--- src/rtl/cm_input_debouncer.sv ---
// Input conditioning for the two custom_matrix lanes: 2-flop synchroniser on the raw pad bus,
// then an independent STABLE/SETTLE debounce FSM per 4-bit lane with a commit strobe.
module cm_input_debouncer #(
    parameter int DEBOUNCE_CYCLES = 4,
    parameter int CNT_W           = 16
) (
    input  logic       clk,
    input  logic       rst_n,
    input  logic       ena,
    input  logic [7:0] raw_in,
    output logic [7:0] code_out,
    output logic [1:0] code_valid,
    output logic [1:0] lane_busy
);

    localparam logic [CNT_W-1:0] LP_CNT_ONE  = CNT_W'(1);
    localparam logic [CNT_W-1:0] LP_CNT_LAST = CNT_W'(DEBOUNCE_CYCLES - 1);

    typedef enum logic {
        ST_STABLE = 1'b0,
        ST_SETTLE = 1'b1
    } lane_state_t;

    logic [7:0] r_sync1;
    logic [7:0] r_sync2;

    // The first stage may go metastable, so only the second stage feeds any logic.
    always_ff @(posedge clk or negedge rst_n) begin
        if (!rst_n) begin
            r_sync1 <= '0;
            r_sync2 <= '0;
        end else begin
            r_sync1 <= raw_in;
            r_sync2 <= r_sync1;
        end
    end

    for (genvar g = 0; g < 2; g++) begin : g_lane
        logic [3:0]       w_s;
        lane_state_t      r_state;
        logic [3:0]       r_cand;
        logic [3:0]       r_code;
        logic [CNT_W-1:0] r_cnt;
        logic             r_valid;

        assign w_s = r_sync2[g*4 +: 4];

        // The candidate must be seen DEBOUNCE_CYCLES times in a row; cnt counts the ones already seen.
        always_ff @(posedge clk or negedge rst_n) begin
            if (!rst_n) begin
                r_state <= ST_STABLE;
                r_cand  <= '0;
                r_code  <= '0;
                r_cnt   <= '0;
                r_valid <= 1'b0;
            end else begin
                r_valid <= 1'b0;
                if (ena) begin
                    if (r_state == ST_STABLE) begin
                        if (w_s != r_code) begin
                            r_state <= ST_SETTLE;
                            r_cand  <= w_s;
                            r_cnt   <= LP_CNT_ONE;
                        end
                    end else if (w_s == r_cand) begin
                        if (r_cnt == LP_CNT_LAST) begin
                            r_code  <= r_cand;
                            r_valid <= 1'b1;
                            r_state <= ST_STABLE;
                            r_cnt   <= '0;
                        end else begin
                            r_cnt <= r_cnt + LP_CNT_ONE;
                        end
                    end else if (w_s == r_code) begin
                        r_state <= ST_STABLE;
                        r_cnt   <= '0;
                    end else begin
                        r_cand <= w_s;
                        r_cnt  <= LP_CNT_ONE;
                    end
                end
            end
        end

        assign code_out[g*4 +: 4] = r_code;
        assign code_valid[g]      = r_valid;
        assign lane_busy[g]       = (r_state == ST_SETTLE);
    end

endmodule
--- config.mk ---
export PLATFORM = sky130hd
export DESIGN_NAME = cm_input_debouncer
export DESIGN_NICKNAME = d
export VERILOG_FILES = /design/src/rtl/cm_input_debouncer.sv
export SDC_FILE = /design/constraint.sdc
export NUM_CORES = 1
export LEC_CHECK = 0
export CORE_ASPECT_RATIO = 0.8
export CORE_UTILIZATION = 33
export CTS_BUF_LIST = sky130_fd_sc_hd__clkbuf_4 sky130_fd_sc_hd__clkbuf_8 sky130_fd_sc_hd__clkbuf_16
export DETAILED_ROUTE_END_ITERATION = 8
export PLACE_DENSITY_LB_ADDON = 0.25
export SLEW_MARGIN = 20
export SYNTH_ARGS = -nofsm -noshare
export SYNTH_HDL_FRONTEND = slang
export SYNTH_SLANG_ARGS = --single-unit
export TNS_END_PERCENT = 30
--- constraint.sdc ---
create_clock -name clk -period 3.9 [get_ports clk]
set_input_delay 0.585 -clock clk [delete_from_list [all_inputs] [get_ports clk]]
set_output_delay 0.585 -clock clk [all_outputs]
set_load 0.05 [all_outputs]
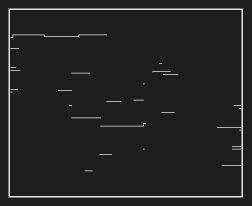
*Metal 3, run 1*
Drawn at 2 px/µm.
The layer carries 202 µm of wire. The layer holds 3.0% of the routed length. The longest straight run is 21.4 µm.
detailed-route wire length: 6.81 mm
vias post-DR: 2,407
met3 track demand over resource in global routing: 3.76%

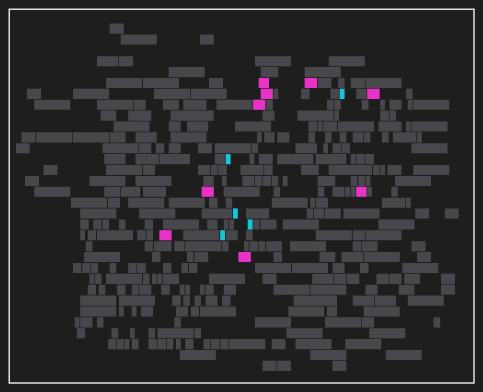
*Gate-type map, run 1*
Drawn at 4 px/µm.
Key: magenta = non-inverting ao/oa cells [cells 9]; cyan = inv cells [cells 5, where middle]
Top cell excl fill/tap: dfrtp_1
final std cells w/o fill: 464
share of cell area taken by multi-input logic gates: 39.3%

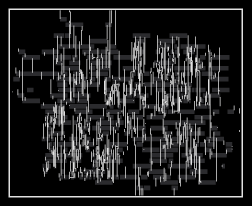
*Metal 2, run 1*
Drawn at 2 px/µm.
The layer holds 44% of the routed length. 285 nets have wire on it. The wires run mostly vertical. The longest straight run is 33.5 µm.
global-route track usage on met2: 20.9%

==> impl_metrics.env, run 1 <==
# yosys + openroad results
export IMPL_outcome="completed"
export IMPL_crit_slowest_cell="nor2_1"
export IMPL_path_delay_family="buffers and inverters"
export IMPL_worstSetupEndpointType="flop"
export IMPL_power_switching_fraction_pct=24.4
export IMPL_clock_power_mw=0.945
export IMPL_crit_chain="clkdlybuf4s50_1, inv_1, nor2_1, a31oi_1"
export IMPL_layout_buffer_nonclock_area_share_pct=5.83
export IMPL_cts_hold_repair_buffers=0
export IMPL_dr_pass1_iters=4
export IMPL_synth_flop_count=68
export IMPL_top_layer_used="met4"
export IMPL_lay_top_cells="dfrtp_1 (68), nand2_1 (26), clkdlybuf4s50_1 (21)"
export IMPL_clkSinkCount=68
export IMPL_die_height_um=93.1
export IMPL_synthesis_yosys_warnings=0
export IMPL_p_sw_mw=0.482
export IMPL_power_top_group="clock"
export IMPL_n_tap_cell=136
export IMPL_power_sequential_mw=0.791
export IMPL_gr_usage_met1_pct=19.7
export IMPL_hold_worst_slack_ns=0.166
export IMPL_sh_seq_area_pct=41.7
export IMPL_ys_area_mm2=0.00342
export IMPL_simple_share_synth_pct=20.3
export IMPL_worst_endpoint_arrival_ns=2.48
export IMPL_layout_sequential_cells=68
export IMPL_intPower_mw=1.49
export IMPL_r2r_end="g_lane[0].r_cnt[13]$_DFFE_PN0P_"
export IMPL_synth_compound_area_share_pct=12.2
export IMPL_multi_input_comb_cells=214
export IMPL_path_buffers=2
export IMPL_fp_utilization_pct=34.7
export IMPL_final_period_minus_worst_setup_slack_ns=2.33
export IMPL_clockPowerShare_pct=47.8
export IMPL_area_sequential_mm2=0.00170
export IMPL_pre_cts_ws_ns=1.26
export IMPL_grt_start_max_net_pins=30
export IMPL_flip_flop_count_of_the_largest_register_all_copies_and_words_added=32
### Track usage over the die, run 1

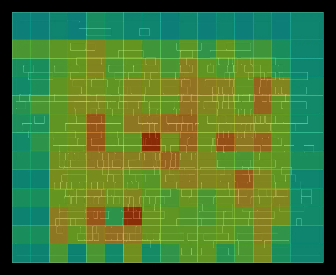

--- run 2 (diff from run 1) ---
==> constraint.sdc (replaced) <==
create_clock -name clk -period 2.1 [get_ports clk]
set_input_delay 0.315 -clock clk [delete_from_list [all_inputs] [get_ports clk]]
set_output_delay 0.315 -clock clk [all_outputs]
set_load 0.05 [all_outputs]
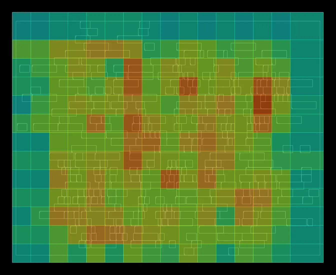
*Track usage over the die, run 2*
detailed-route wire length per cell: 14.2 µm
met3 track demand over resource in global routing: 4.60%

==> impl_metrics.env, run 2 <==
# yosys + openroad results
export IMPL_outcome="completed"
export IMPL_top_layer_used="met4"
export IMPL_antenna_cells_inserted=0
export IMPL_final_util_pct=42.5
export IMPL_power_top_group="clock"
export IMPL_grt_met2_usage_pct=19.7
export IMPL_route_final_wire_length_mm=6.80
export IMPL_intPower_mw=2.69
export IMPL_layout_buffer_nonclock_area_share_pct=9.14
export IMPL_lay_top_cells="dfrtp_1 (68), nand2_1 (26), clkdlybuf4s50_1 (21)"
export IMPL_via_per_inst=5.11
export IMPL_gr_usage_met1_pct=21.7
export IMPL_worstSetupEndpointType="output pin"
export IMPL_path_buffers=1
export IMPL_share_of_cell_area_taken_by_multi_input_logic_gates_pct=38.3
export IMPL_flip_flop_count_of_the_largest_register_all_copies_and_words_added=32
export IMPL_lay_top_count="dfrtp_1"
export IMPL_dr_total_vias=2442
export IMPL_dr_pass1_iters=4
export IMPL_gr_usage_all_layers_pct=14.7
export IMPL_pre_cts_ws_ns=0.00436
export IMPL_hold_worst_slack_ns=0.00986
export IMPL_synthesis_yosys_warnings=0
export IMPL_worst_endpoint_arrival_ns=1.66
export IMPL_simple_share_synth_pct=20.3
export IMPL_cts_hold_repair_buffers=0
export IMPL_power_switching_fraction_pct=24.2
export IMPL_total_met3_wirelength_after_detailed_routing_um=277
export IMPL_post_route_drc_count=0
export IMPL_clock_power_mw=1.61
export IMPL_grt_start_max_net_pins=69
export IMPL_start_kind="flop"
export IMPL_crit_slowest_cell="clkdlybuf4s50_1"
export IMPL_synth_compound_area_share_pct=12.2
export IMPL_power_sequential_mw=1.46
export IMPL_path_delay_family="buffers and inverters"
export IMPL_p_sw_mw=0.860
export IMPL_yosys_cells=304
export IMPL_r2r_end="g_lane[1].r_code[1]$_DFFE_PN0P_"
export IMPL_sequentialPowerShare_pct=41.1
export IMPL_area_sequential_mm2=0.00170
export IMPL_netlist_top_cells_area="dfrtp_1 (50%), mux2_4 (3.5%), xnor2_1 (3.1%)"
export IMPL_cp_depth=1
export IMPL_fp_utilization_pct=34.7
export IMPL_xor_share_pct=5.49
export IMPL_wl_met2_mm=2.87
export IMPL_async_flop_share_pct=100
export IMPL_placement_rows=32
export IMPL_mi_logic_area_mm2=0.00160
export IMPL_clkSinkCount=68
export IMPL_die_height_um=93.1
export IMPL_clockPowerShare_pct=45.4
export IMPL_crit_chain="clkdlybuf4s50_1"
export IMPL_final_period_minus_worst_setup_slack_ns=1.97
export IMPL_sh_seq_area_pct=40.6
export IMPL_n_tap_cell=136
export IMPL_multi_input_comb_cells=214
export IMPL_fin_worst_skew_ns=0.00607
export IMPL_layout_sequential_cells=68
export IMPL_ys_area_mm2=0.00342
export IMPL_final_cell_count_no_fill=478
export IMPL_synth_flop_count=68
--- run 3 (diff from run 2) ---
--- a/config.mk
+++ b/config.mk
@@ -5,6 +5,7 @@
 export SDC_FILE = /design/constraint.sdc
 export NUM_CORES = 1
 export LEC_CHECK = 0
+export ABC_CLOCK_PERIOD_IN_PS = 2100
 export CORE_ASPECT_RATIO = 0.8
 export CORE_UTILIZATION = 33
 export CTS_BUF_LIST = sky130_fd_sc_hd__clkbuf_4 sky130_fd_sc_hd__clkbuf_8 sky130_fd_sc_hd__clkbuf_16
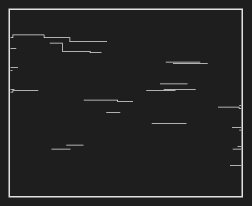
*Metal 3, run 3*
Drawn at 2 px/µm.
The wires run mostly horizontal. The layer carries 277 µm of wire. The longest straight run is 18.4 µm. 20 nets have wire on it.

==> impl_metrics.env, run 3 <==
# yosys + openroad results
export IMPL_outcome="completed"
export IMPL_clock_power_mw=1.61
export IMPL_sh_seq_area_pct=40.6
export IMPL_synthesis_yosys_warnings=0
export IMPL_yosys_cells=304
export IMPL_layout_buffer_nonclock_area_share_pct=9.14
export IMPL_cp_depth=1
export IMPL_path_delay_family="buffers and inverters"
export IMPL_cts_hold_repair_buffers=0
export IMPL_area_sequential_mm2=0.00170
export IMPL_sequentialPowerShare_pct=41.1
export IMPL_route_final_wire_length_mm=6.80
export IMPL_power_switching_fraction_pct=24.2
export IMPL_lay_top_cells="dfrtp_1 (68), nand2_1 (26), clkdlybuf4s50_1 (21)"
export IMPL_start_kind="flop"
export IMPL_gr_usage_met1_pct=21.7
export IMPL_final_clk_cell_share_pct=7.49
export IMPL_final_cell_count_no_fill=478
export IMPL_detail_route_wl_per_cell_um=14.2
export IMPL_total_met3_wirelength_after_detailed_routing_um=277
export IMPL_async_flop_share_pct=100
export IMPL_dr_pass1_iters=4
export IMPL_grt_pass1_wl_mm=12.0
export IMPL_worstSetupEndpointType="output pin"
export IMPL_layout_sequential_cells=68
export IMPL_xor_share_pct=5.49
export IMPL_clkSinkCount=68
export IMPL_worst_endpoint_arrival_ns=1.66
export IMPL_flip_flop_count_of_the_largest_register_all_copies_and_words_added=32
export IMPL_top_layer_used="met4"
export IMPL_hold_worst_slack_ns=0.00986
export IMPL_path_buffers=1
export IMPL_final_util_pct=42.5
export IMPL_crit_chain="clkdlybuf4s50_1"
export IMPL_synth_compound_area_share_pct=12.2
export IMPL_p_sw_mw=0.860
export IMPL_n_tap_cell=136
export IMPL_dr_total_vias=2442
export IMPL_via_per_inst=5.11
export IMPL_multi_input_comb_cells=214
export IMPL_netlist_top_cells_area="dfrtp_1 (50%), mux2_4 (3.5%), xnor2_1 (3.1%)"
export IMPL_grtUsageMet3_pct=4.60
export IMPL_intPower_mw=2.69
export IMPL_fp_utilization_pct=34.7
export IMPL_grt_start_max_net_pins=69
export IMPL_lay_top_count="dfrtp_1"
export IMPL_share_of_cell_area_taken_by_multi_input_logic_gates_pct=38.3
export IMPL_final_period_minus_worst_setup_slack_ns=1.97
export IMPL_grt_met2_usage_pct=19.7
export IMPL_placement_rows=32
export IMPL_antenna_cells_inserted=0
export IMPL_power_top_group="clock"
export IMPL_synth_flop_count=68
export IMPL_power_sequential_mw=1.46
